$ cat config.mk
export PLATFORM = sky130hd
export DESIGN_NAME = bcd_interval_timer_flat
export DESIGN_NICKNAME = d
export VERILOG_FILES = /design/src/rtl/bcd_interval_timer_if.sv /design/src/rtl/bcd_interval_timer.sv /design/src/flat_wrapper.sv
export SDC_FILE = /design/constraint.sdc
export NUM_CORES = 1
export LEC_CHECK = 0
export CORE_MARGIN = 1.5
export CORE_UTILIZATION = 60
export CTS_BUF_LIST = sky130_fd_sc_hd__clkbuf_8
export CTS_CLUSTER_DIAMETER = 30
export DETAILED_ROUTE_END_ITERATION = 12
export GPL_TIMING_DRIVEN = 0
export PLACE_DENSITY = 0.8
export SLEW_MARGIN = 20
export SYNTH_ARGS = -nofsm -noshare
export SYNTH_HDL_FRONTEND = slang
export SYNTH_SLANG_ARGS = --single-unit
export TNS_END_PERCENT = 50
$ cat constraint.sdc
create_clock -name clk_in -period 3.26 [get_ports clk_in]
set_input_delay 0.652 -clock clk_in [delete_from_list [all_inputs] [get_ports clk_in]]
set_output_delay 0.652 -clock clk_in [all_outputs]
set_load 0.1 [all_outputs]
$ cat src/rtl/bcd_interval_timer_if.sv
// Control/status bundle for bcd_interval_timer; the key-pulse/control side is the master,
// the timer is the slave.
interface bcd_interval_timer_if #(
    parameter int DIGITS = 2
);
    localparam int W = 4 * DIGITS;

    logic         load;
    logic [W-1:0] preset_in;
    logic         mode_up;
    logic         start;
    logic         pause;
    logic         clear;
    logic [W-1:0] bcd_count;
    logic         running;
    logic         tick;
    logic         done;
    logic         done_pulse;

    modport master (
        output load, preset_in, mode_up, start, pause, clear,
        input  bcd_count, running, tick, done, done_pulse
    );

    modport slave (
        input  load, preset_in, mode_up, start, pause, clear,
        output bcd_count, running, tick, done, done_pulse
    );
endinterface

$ cat src/rtl/bcd_interval_timer.sv
// N-digit BCD interval timer: programmable preset, up/down count, start/pause/clear, tick/done status.
// Define BCD_TIMER_AUTO_RELOAD_EN to restart each lap from the start value instead of stopping in DONE.
module bcd_interval_timer #(
    parameter int                  CLK_FREQ_HZ  = 12_000_000,
    parameter int                  TICK_HZ      = 1,
    parameter int                  DIGITS       = 2,
    parameter logic [4*DIGITS-1:0] RESET_PRESET = (4*DIGITS)'('h59)
) (
    input logic                 clk_in,
    input logic                 rst_n_in,
    bcd_interval_timer_if.slave bus
);
    localparam int            W       = 4 * DIGITS;
    localparam int            DIV     = CLK_FREQ_HZ / TICK_HZ;
    localparam int            PW      = $clog2(DIV);
    localparam logic [PW-1:0] PS_LAST = PW'(DIV - 1);
`ifdef BCD_TIMER_AUTO_RELOAD_EN
    localparam bit            AUTO_RELOAD = 1'b1;
`else
    localparam bit            AUTO_RELOAD = 1'b0;
`endif

    typedef enum logic [1:0] {S_IDLE, S_RUN, S_PAUSE, S_DONE} state_t;

    function automatic logic [W-1:0] bcd_clamp(input logic [W-1:0] v);
        logic [W-1:0] r;
        r = v;
        for (int k = 0; k < DIGITS; k++)
            if (v[4*k +: 4] > 4'd9) r[4*k +: 4] = 4'd9;
        return r;
    endfunction

    // One BCD step with ripple borrow/carry; each digit wraps 0<->9 independently.
    function automatic logic [W-1:0] bcd_step(input logic [W-1:0] v, input logic up);
        logic [W-1:0] r;
        logic         carry;
        r     = v;
        carry = 1'b1;
        for (int k = 0; k < DIGITS; k++) begin
            if (carry) begin
                if (up) begin
                    if (v[4*k +: 4] == 4'd9) r[4*k +: 4] = 4'd0;
                    else begin
                        r[4*k +: 4] = v[4*k +: 4] + 4'd1;
                        carry       = 1'b0;
                    end
                end else begin
                    if (v[4*k +: 4] == 4'd0) r[4*k +: 4] = 4'd9;
                    else begin
                        r[4*k +: 4] = v[4*k +: 4] - 4'd1;
                        carry       = 1'b0;
                    end
                end
            end
        end
        return r;
    endfunction

    state_t        state_q, state_d;
    logic [W-1:0]  count_q, count_d;
    logic [W-1:0]  preset_q, preset_d;
    logic [PW-1:0] ps_q, ps_d;
    logic          dir_up_q, dir_up_d;
    logic          tick_q, tick_d;
    logic          pulse_q, pulse_d;
    logic          advance;
    logic [W-1:0]  next_count;

    logic [W-1:0] load_val, start_val, run_start, terminal, stepped;
    assign load_val  = bcd_clamp(bus.preset_in);
    assign start_val = bus.mode_up ? '0 : preset_q;
    assign run_start = dir_up_q ? '0 : preset_q;
    assign terminal  = dir_up_q ? preset_q : '0;
    assign stepped   = bcd_step(count_q, dir_up_q);

    always_ff @(posedge clk_in or negedge rst_n_in) begin
        // NOTE: non-blocking assignments so every register samples pre-edge values.
        if (!rst_n_in) begin
            state_q  <= S_IDLE;
            count_q  <= RESET_PRESET;
            preset_q <= RESET_PRESET;
            ps_q     <= '0;
            dir_up_q <= 1'b0;
            tick_q   <= 1'b0;
            pulse_q  <= 1'b0;
        end else begin
            state_q  <= state_d;
            count_q  <= count_d;
            preset_q <= preset_d;
            ps_q     <= ps_d;
            dir_up_q <= dir_up_d;
            tick_q   <= tick_d;
            pulse_q  <= pulse_d;
        end
    end

    always_comb begin
        // NOTE: every signal driven here gets a default first, so no path can infer a latch.
        state_d    = state_q;
        count_d    = count_q;
        preset_d   = preset_q;
        ps_d       = ps_q;
        dir_up_d   = dir_up_q;
        tick_d     = 1'b0;
        pulse_d    = 1'b0;
        advance    = 1'b0;
        next_count = stepped;

        if (bus.load) begin
            preset_d = load_val;
            state_d  = S_IDLE;
            ps_d     = '0;
            count_d  = bus.mode_up ? '0 : load_val;
        end else if (bus.clear) begin
            state_d = S_IDLE;
            ps_d    = '0;
            count_d = start_val;
        end else if (bus.start) begin
            dir_up_d = bus.mode_up;
            ps_d     = '0;
            count_d  = start_val;
            if (!AUTO_RELOAD && preset_q == '0) begin
                state_d = S_DONE;
                pulse_d = 1'b1;
            end else begin
                state_d = S_RUN;
            end
        end else begin
            // The resuming edge counts as a run cycle; the pausing edge does not.
            case (state_q)
                S_IDLE:  count_d = start_val;
                S_RUN:   if (bus.pause) state_d = S_PAUSE; else advance = 1'b1;
                S_PAUSE: if (bus.pause) begin
                             state_d = S_RUN;
                             advance = 1'b1;
                         end
                default: ;
            endcase
            if (advance) begin
                if (ps_q == PS_LAST) begin
                    ps_d   = '0;
                    tick_d = 1'b1;
                    if (AUTO_RELOAD && count_q == terminal) next_count = run_start;
                    count_d = next_count;
                    if (next_count == terminal) begin
                        pulse_d = 1'b1;
                        if (!AUTO_RELOAD) state_d = S_DONE;
                    end
                end else begin
                    ps_d = ps_q + PW'(1);
                end
            end
        end
    end

    assign bus.bcd_count  = count_q;
    assign bus.running    = (state_q == S_RUN);
    assign bus.tick       = tick_q;
    assign bus.done       = (state_q == S_DONE);
    assign bus.done_pulse = pulse_q;
endmodule
$ cat src/flat_wrapper.sv
// flat-port wrapper written by rule: the top's interface ports become plain ports
module bcd_interval_timer_flat 
#(
    parameter int                  CLK_FREQ_HZ  = 12_000_000,
    parameter int                  TICK_HZ      = 1,
    parameter int                  DIGITS       = 2,
    parameter logic [4*DIGITS-1:0] RESET_PRESET = (4*DIGITS)'('h59)
)
  (clk_in, rst_n_in, bus_load, bus_preset_in, bus_mode_up, bus_start, bus_pause, bus_clear, bus_bcd_count, bus_running, bus_tick, bus_done, bus_done_pulse);
  bcd_interval_timer_if #(.DIGITS(DIGITS)) bus_i ();
  input logic clk_in;
  input logic rst_n_in;
  input wire logic [$bits(bus_i.load)-1:0] bus_load;
  input wire logic [$bits(bus_i.preset_in)-1:0] bus_preset_in;
  input wire logic [$bits(bus_i.mode_up)-1:0] bus_mode_up;
  input wire logic [$bits(bus_i.start)-1:0] bus_start;
  input wire logic [$bits(bus_i.pause)-1:0] bus_pause;
  input wire logic [$bits(bus_i.clear)-1:0] bus_clear;
  output wire logic [$bits(bus_i.bcd_count)-1:0] bus_bcd_count;
  output wire logic [$bits(bus_i.running)-1:0] bus_running;
  output wire logic [$bits(bus_i.tick)-1:0] bus_tick;
  output wire logic [$bits(bus_i.done)-1:0] bus_done;
  output wire logic [$bits(bus_i.done_pulse)-1:0] bus_done_pulse;
  assign bus_i.load = bus_load;
  assign bus_i.preset_in = bus_preset_in;
  assign bus_i.mode_up = bus_mode_up;
  assign bus_i.start = bus_start;
  assign bus_i.pause = bus_pause;
  assign bus_i.clear = bus_clear;
  assign bus_bcd_count = bus_i.bcd_count;
  assign bus_running = bus_i.running;
  assign bus_tick = bus_i.tick;
  assign bus_done = bus_i.done;
  assign bus_done_pulse = bus_i.done_pulse;
  bcd_interval_timer #(.CLK_FREQ_HZ(CLK_FREQ_HZ), .TICK_HZ(TICK_HZ), .DIGITS(DIGITS), .RESET_PRESET(RESET_PRESET)) u_core (.clk_in(clk_in), .rst_n_in(rst_n_in), .bus(bus_i));
endmodule
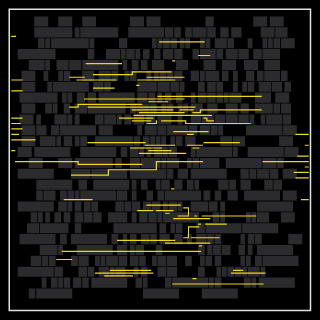
(images/m3.png)
Scale: 4 px per um. Cells faint in the background.
The longest straight run is 34.5 um. The layer holds 8.2% of the routed length. The wires run mostly horizontal.

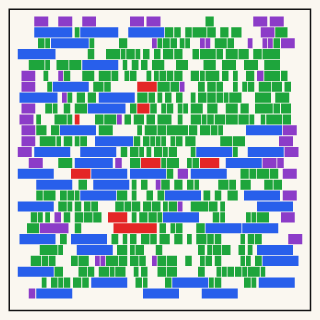
(images/class_map.png)
Scale: 4 px per um.
Key: purple = remaining buffers and delay cells [cells 47]; green = remaining logic cells [cells 321]; blue = sequential cells [cells 45]; red = clock drivers and dummy loads [cells 8]
Rows: 26
flop share of the area: 0.317
Core Box Area: 5040 sq um
Core Util, Final: 0.710

==> impl_metrics.tcl <==
# collected from the flow reports
set metrics [dict create \
    grt_max_degree 26 \
    startpoint_type "primary input" \
    drt-vias-per-instance 6.42 \
    crit_slowest_cell "clkdlybuf4s50_1" \
    yosys_warnings 0 \
    cp_slowest_stage_delay_ps 470 \
    ff_type "dfrtp_1" \
    die_w_um 75.0 \
    finalHoldViolations 0 \
    cts_buffer_depth 2 \
    setup_slack_ps 470 \
    ys_seq_share 0.366 \
    cts_sinks 45 \
    dp_slack_ps 247 \
    power_mw 1.41 \
    chipArea_sq_um 5620 \
    min_period_ps 2790 \
    first_global_vias 2705 \
    tns_ps 0 \
    numCtsBuffers 5 \
    layout-drive-gt1-share 0.0903 \
    lay_top_cells "nand2_1, o21ai_0, dfrtp_1, nor2_1, clkdlybuf4s50_1" \
    finalWirelength_mm 8.16 \
    cts_resized 0 \
    synth_chip_area_sq_um 3110 \
    p_leak_nw 1.35 \
    synth_cells 386 \
    end_kind "flop" \
    synth_cell_types 67 \
    clk_pin_slew_worst_paths_ps 90 \
    ant_nets 0 \
    syn_avg_cell_area_sq_um 8.05 \
    synth_async_sr_flop_share 1.00 \
    layout_top_cell "nand2_1" \
    gp_congestion 0.912 \
    syn-num-nets 402 \
    post_cts_buffers 0 \
    die_y_um 75.0 \
    tightest_slew_ps 971 \
    cts_max_level 2 \
    warning_count 26 \
    antenna_found_initial 0 \
    first_pass_iters 5 \
    fmax_ghz 0.358 \
    relSlewSlack 0.351 \
    grtUsageTotal 0.310 \
    edf_count 0 \
    hp-class "primary input to async pin" \
    netlist_area_sq_um 3110 \
    path_max_fanout 8 \
    grt_first_pass_wirelength_mm 13.3 \
    io_pins 27 \
    final_nets 436 \
    ys_cells 386 \
    cts-root-buf "clkbuf_8" \
    cts_tree "done" \
    power.density_nw_per_um2 395 \
    syn_to_final_growth_pct 15.3 \
    crit_required_ps 3500 \
    vdd_drop_max_v 0.000346 \
    drcViolationCount 0 \
    cap_violations 0 \
    post-dp-hpwl_mm 5.98 \
    drt-wirelength-per-cell_um 16.6 \
    initCoreUtil 0.616 \
    rsz0062_at_grt "no" \
    num_antenna_cells 0 \
    cts_hold_buf 0 \
    run_status "completed" \
    worstPathCellList "clkdlybuf4s50_1 > nand2b_1 > o21ai_1 > nand4_1 > nor4_1 > o211ai_1 > a311oi_2 > a31o_1" \
    portBuffers 26 \
    ys_ff 45 \
    fin_hold_ws_ps 311 \
    vias 3151 \
    insertion_delay_ps 300 \
    period_used_share 0.856 \
    cp.arrival_ps 3030 \
    fin_worst_skew_ps 4.64 \
    setup_viol 0 \
    drt-initial-drc-count 291 \
    crit_type "primary input to flop" \
]
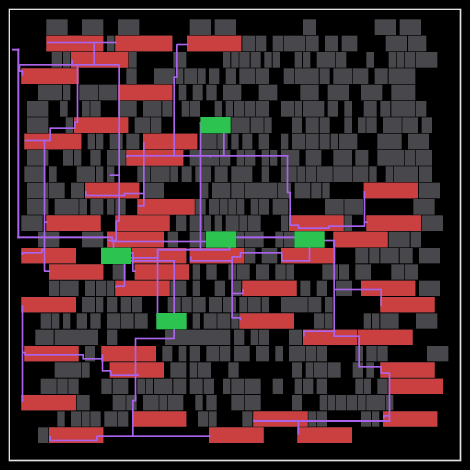
(images/clock_wires.png)
Scale: 6 px per um.
Key: green = clock-net drivers [count 5]; red = flip-flops [count 45]; purple = clock wires [length 613 um]
Position of the flops: spread over the die. There are 6 routed clock nets.

Yosys cell counts, types with 5 or more instances:
cell type  number  area [sq um]
nand2_1        43           161
o21ai_0        39           195
dfrtp_1        37           926
nor2_1         31           116
a21oi_1        23           115
nand3_1        21           105
clkbuf_1       13          48.8
nor3_1         11          55.1
inv_1          10          37.5
and2_1          9          56.3
nor2b_1         9          56.3
dfstp_2         8           210
nand2b_1        8          50.1
nand4_1         8          50.1
o31ai_1         8          60.1
nor4_1          5          31.3
o22ai_1         5          31.3
where the power goes:
part / total, mW / internal [mW] / switching [mW]
registers: 0.613 / 0.585 / 0.0273
clock network: 0.435 / 0.228 / 0.207
logic: 0.367 / 0.130 / 0.237
total: 1.41 / 0.943 / 0.471
metal layers:
layer,GRT usage,part of all wire,up-vias
met2,0.438,0.42,153
met4,0.0667,0.012,0
li1,-,-,1496
met5,0,0,-
met3,0.0348,0.082,12
met1,0.506,0.48,1490
metrics by stage:
step,instances,cell area [sq um]
2_1_floorplan,386,3110
3_3_place_gp,482,3450
3_5_place_dp,483,3470
4_1_cts,491,3580
5_1_grt,491,3580
6_report,491,3580
area by class of cell:
cell class | count | area, sq um
multi-input combinational | 311 | 1850
fill | 423 | 1460
sequential | 45 | 1140
timing repair buffer | 27 | 275
tap | 70 | 87.6
buffer | 20 | 83.8
clock buffer | 5 | 68.8
clock inverter | 3 | 42.5
inverter | 10 | 37.5
critical path: cells and delay by family:
family | cells | cell delay (ps)
AOI/OAI and AO/OA | 4 | 1000
buffers and inverters | 1 | 470
and+or+nand+nor | 3 | 910
state kept, by name, indices dropped and copies added (netlist names):
signal,cells
u_core.bus.tick,1
u_core.preset_q,8
u_core.dir_up_q,1
u_core.ps_q,24
u_core.state_q,2
u_core.bus.done_pulse,1
u_core.bus.bcd_count,8
final timing paths:
check	from	endpoint	slack, ps	cells past startpoint
worst max-delay path	bus_pause	u_core.bus.done_pulse$_DFF_PN0_	470	8
worst min-delay path	rst_n_in	u_core.ps_q[2]$_DFFE_PN0P_	310	1
worst max register to register	u_core.ps_q[0]$_DFFE_PN0P_	u_core.ps_q[23]$_DFFE_PN0P_	490	9
worst min register to register	u_core.ps_q[4]$_DFFE_PN0P_	u_core.ps_q[4]$_DFFE_PN0P_	510	1
max in group asynchronous	rst_n_in	u_core.bus.bcd_count[6]$_DFF_PN1_	2370	2
min in group clk_in	u_core.ps_q[4]$_DFFE_PN0P_	u_core.ps_q[4]$_DFFE_PN0P_	510	1
cells by family after synthesis:
family                     Yosys count  synth area share
and+or+nand+nor                    175             0.296
xor gates and xnor gates             7            0.0197
adders and majority gates            1           0.00403
buffers and inverters               30            0.0391
DFF                                 45             0.366
muxes                                7            0.0238
AOI/OAI and AO/OA                  121             0.252
Power and IR drop assume default switching activity.
